final_placement.png
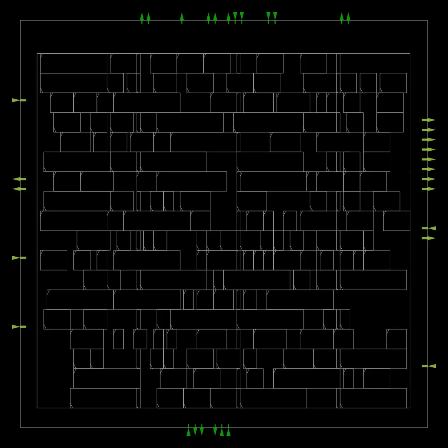
pdn.png
Bar = 20 um. Pins as bars on the die edge.
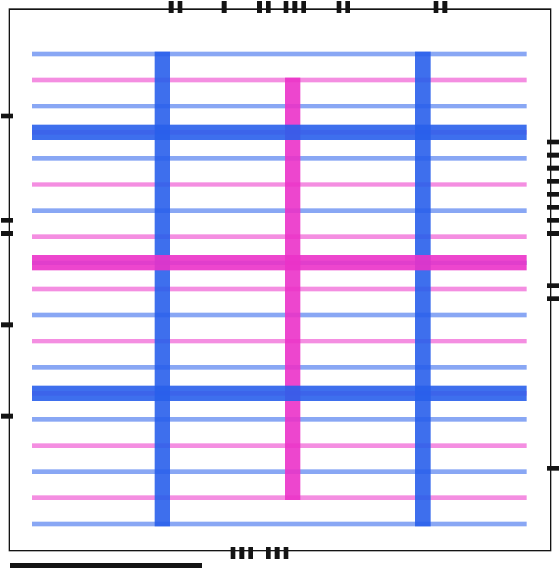
==> src/rtl/irrigacao_multizona.sv <==
// Multi-zone irrigation controller: debounced tank sensors, inlet-valve hysteresis
// and a round-robin scheduler that waters one zone at a time from a shared tank.
module irrigacao_multizona #(
    parameter int ZONAS           = 4,
    parameter int DEBOUNCE_CICLOS = 4,
    parameter int TEMPO_REGA      = 16,
    parameter int PAUSA_CICLOS    = 8,
    localparam int ZW = ($clog2(ZONAS) > 1) ? $clog2(ZONAS) : 1
) (
    input  logic             clk,
    input  logic             rst_n,
    input  logic             habilita,
    input  logic             umidadeAr,
    input  logic             temperatura,
    input  logic [ZONAS-1:0] umidadeSolo,
    input  logic             high,
    input  logic             mediun,
    input  logic             low,
    output logic [ZONAS-1:0] gotejamento,
    output logic [ZONAS-1:0] aspersao,
    output logic             valvulaEntrada,
    output logic             erro,
    output logic             alarme,
    output logic [ZW-1:0]    zonaAtiva,
    output logic             ocupado,
    output logic [7:0]       regasConcluidas
);

    localparam int DW   = (DEBOUNCE_CICLOS > 1) ? $clog2(DEBOUNCE_CICLOS) : 1;
    localparam int TMAX = (TEMPO_REGA > PAUSA_CICLOS) ? TEMPO_REGA : PAUSA_CICLOS;
    localparam int CW   = (TMAX > 1) ? $clog2(TMAX) : 1;
    localparam logic [ZW-1:0] ULTIMA = ZW'(ZONAS - 1);

    typedef enum logic [1:0] {IDLE, AVALIA, REGA, PAUSA} estado_t;

    logic [2:0]    bruto;
    logic [2:0]    filt_q;
    logic [DW-1:0] deb_q [3];
    logic          hF, mF, lF, critico;

    estado_t       estado_q, estado_d;
    logic [ZW-1:0] zona_q, zona_d, zonaProx;
    logic          modo_q, modo_d;
    logic [CW-1:0] cnt_q, cnt_d;
    logic [7:0]    regas_q, regas_d;
    logic          valv_q, valv_d;
    logic          abortar;

    assign bruto = {high, mediun, low};
    assign hF    = filt_q[2];
    assign mF    = filt_q[1];
    assign lF    = filt_q[0];

    // A filtered level only follows its raw sensor after an unbroken run of disagreement.
    always_ff @(posedge clk or negedge rst_n) begin
        if (!rst_n) begin
            filt_q <= '0;
            for (int i = 0; i < 3; i++) deb_q[i] <= '0;
        end else begin
            for (int i = 0; i < 3; i++) begin
                if (bruto[i] == filt_q[i]) begin
                    deb_q[i] <= '0;
                end else if (deb_q[i] == DW'(DEBOUNCE_CICLOS - 1)) begin
                    filt_q[i] <= bruto[i];
                    deb_q[i]  <= '0;
                end else begin
                    deb_q[i] <= deb_q[i] + 1'b1;
                end
            end
        end
    end

    assign critico = ~lF;
    assign erro    = (hF & ~mF) | (mF & ~lF);
    assign alarme  = erro | critico;

    // Between the medium and high marks the inlet keeps whatever it was doing.
    always_comb begin
        valv_d = valv_q;
        if (erro)     valv_d = 1'b0;
        else if (hF)  valv_d = 1'b0;
        else if (!mF) valv_d = 1'b1;
    end

    assign zonaProx = (zona_q == ULTIMA) ? '0 : zona_q + 1'b1;
    assign abortar  = alarme | umidadeSolo[zona_q] | ~habilita;

    always_ff @(posedge clk or negedge rst_n) begin
        if (!rst_n) begin
            estado_q <= IDLE;
            zona_q   <= '0;
            modo_q   <= 1'b0;
            cnt_q    <= '0;
            regas_q  <= '0;
            valv_q   <= 1'b0;
        end else begin
            estado_q <= estado_d;
            zona_q   <= zona_d;
            modo_q   <= modo_d;
            cnt_q    <= cnt_d;
            regas_q  <= regas_d;
            valv_q   <= valv_d;
        end
    end

    // An aborted burst still gets its full pause but is not counted as completed.
    always_comb begin
        estado_d = estado_q;
        zona_d   = zona_q;
        modo_d   = modo_q;
        cnt_d    = cnt_q;
        regas_d  = regas_q;
        case (estado_q)
            IDLE: begin
                if (habilita && !alarme) estado_d = AVALIA;
            end
            AVALIA: begin
                if (!umidadeSolo[zona_q] && !alarme) begin
                    modo_d   = (mF & ~temperatura) | ~umidadeAr;
                    cnt_d    = '0;
                    estado_d = REGA;
                end else begin
                    zona_d   = zonaProx;
                    estado_d = IDLE;
                end
            end
            REGA: begin
                if (abortar) begin
                    cnt_d    = '0;
                    estado_d = PAUSA;
                end else if (cnt_q == CW'(TEMPO_REGA - 1)) begin
                    cnt_d    = '0;
                    estado_d = PAUSA;
                    if (regas_q != 8'hFF) regas_d = regas_q + 8'd1;
                end else begin
                    cnt_d = cnt_q + 1'b1;
                end
            end
            PAUSA: begin
                if (cnt_q == CW'(PAUSA_CICLOS - 1)) begin
                    cnt_d    = '0;
                    zona_d   = zonaProx;
                    estado_d = IDLE;
                end else begin
                    cnt_d = cnt_q + 1'b1;
                end
            end
            default: estado_d = IDLE;
        endcase
    end

    always_comb begin
        gotejamento = '0;
        aspersao    = '0;
        if (estado_q == REGA) begin
            if (modo_q) aspersao[zona_q]    = 1'b1;
            else        gotejamento[zona_q] = 1'b1;
        end
    end

    assign ocupado         = (estado_q == REGA) || (estado_q == PAUSA);
    assign zonaAtiva       = zona_q;
    assign valvulaEntrada  = valv_q;
    assign regasConcluidas = regas_q;

endmodule

==> config.mk <==
export PLATFORM = sky130hd
export DESIGN_NAME = irrigacao_multizona
export DESIGN_NICKNAME = d
export VERILOG_FILES = /design/src/rtl/irrigacao_multizona.sv
export SDC_FILE = /design/constraint.sdc
export NUM_CORES = 1
export LEC_CHECK = 0
export CAP_MARGIN = 10
export CORE_MARGIN = 2
export CORE_UTILIZATION = 52
export CTS_CLUSTER_DIAMETER = 80
export DETAILED_ROUTE_END_ITERATION = 8
export PLACE_DENSITY_LB_ADDON = 0.08
export SLEW_MARGIN = 5
export SYNTH_ARGS = -nofsm -noshare
export SYNTH_HDL_FRONTEND = slang
export SYNTH_SLANG_ARGS = --single-unit
==> constraint.sdc <==
create_clock -name clk -period 4.7 [get_ports clk]
set_input_delay 0.47 -clock clk [delete_from_list [all_inputs] [get_ports clk]]
set_output_delay 0.47 -clock clk [all_outputs]
set_load 0.01 [all_outputs]
==> results.txt <==
Results of the full flow below.

Yosys:
- Per the post-synthesis report, the number of cells in the design is 130.
- The run puts the post-synthesis sequential element count at 27.
- The run gives the area share of fa/ha/maj cells after synthesis as 7.93%.
- The run puts the synthesized-area fraction occupied by ao, oa, aoi and oai cells at 7.22%.
- The run gives the count of different cell masters after synthesis as 30.
- Yosys instantiated no cell more often than dfrtp_1.
- Looking at area per cell type in the netlist, the leader is dfrtp_1.
- Of the synthesized area, sequential elements account for 47.6%.
- The run gives the share of Yosys cell area claimed by the top area cell type as 47.6%.
- Counting the warning lines in the Yosys log gives 0.

Pwr:
- The run puts the clock network power at 94.7 uW.
- Per report_power, the Combinational row totals 363 uW.

Floorplan:
- The floorplan has 18 rows.
- The run puts the number of top-level design ports at 34.

Finish:
- The run gives the fraction of area in non-clock buffers as 18.7%.
- The final report gives the standard cell area, fillers excluded, as 1810 um^2.
- The run gives the clock buffer count as 4.

STA:
- Timing would allow up to 425 MHz.
- The run puts the final critical path time including I/O delays and setup at 2350 ps.
- Setup repair after global routing left no endpoint under its margin.

Setup path:
- Measured in cells, the most critical reg-to-reg path has a length of 5.
- The run puts the critical path depth in cells at 3.
- The run gives the startpoint of the worst register-to-register path as zonaAtiva[0].
- The endpoint identified for the worst register-to-register timing path is zonaAtiva[0].
- Grouping stages by cell kind, the critical path spends the most delay in flip-flops.

Outcome:
- The flow ran to the end, and the final reports show no timing, DRC or antenna violations.

Routing:
- The run puts the initial DRC count at 17.

Flow run:
- The run puts the number of max-capacitance violations reported at 0.

Min path:
- The worst hold path terminates at deb_q[0].
- Hold analysis shows the worst path with a depth of 1.

CTS:
- The run puts the number of buffers inserted by post-CTS setup repair at 0.
Notes on final_placement.png above:
number of tap cells inserted: 30
share of the final layout cell area in sequential cells: 37.4%
sequential cell count: 27
non-filler instance count after layout: 196

Notes on pdn.png above:
VSS: in blue. VDD: in magenta.
3 straps on met4. 19 met1 rails follow the rows. 3 straps on met5. 34 signal pins sit on the boundary. The core has 18 rows.
die width: 56.3 um
core area: 2520 um^2
Max IR drop VDD: 0.000329 V

## layer usage
metal,part of all wire (%),wire [um],global-route usage (%)
met2,49,1230,28.7
met5,0,0,0
met4,1.8,46,6.12
met3,5.3,134,3.46
met1,44,1110,20.9
## cell families after synthesis
| kind of cell | Yosys count |
|---|---|
| muxes | 7 |
| and+or+nand+nor | 56 |
| DFF | 27 |
| adders and majority gates | 9 |
| xor gates and xnor gates | 10 |
| AOI/OAI and AO/OA | 13 |
| buffers and inverters | 8 |
## flip-flops by register name (all words and copies together) (netlist names), named ones only
name             flops
estado_q             1
cnt_q                4
deb_q                6
valvulaEntrada       1
zonaAtiva            2
modo_q               1
regasConcluidas      8
filt_q               3
Power is estimated from default activity; no workload was simulated.
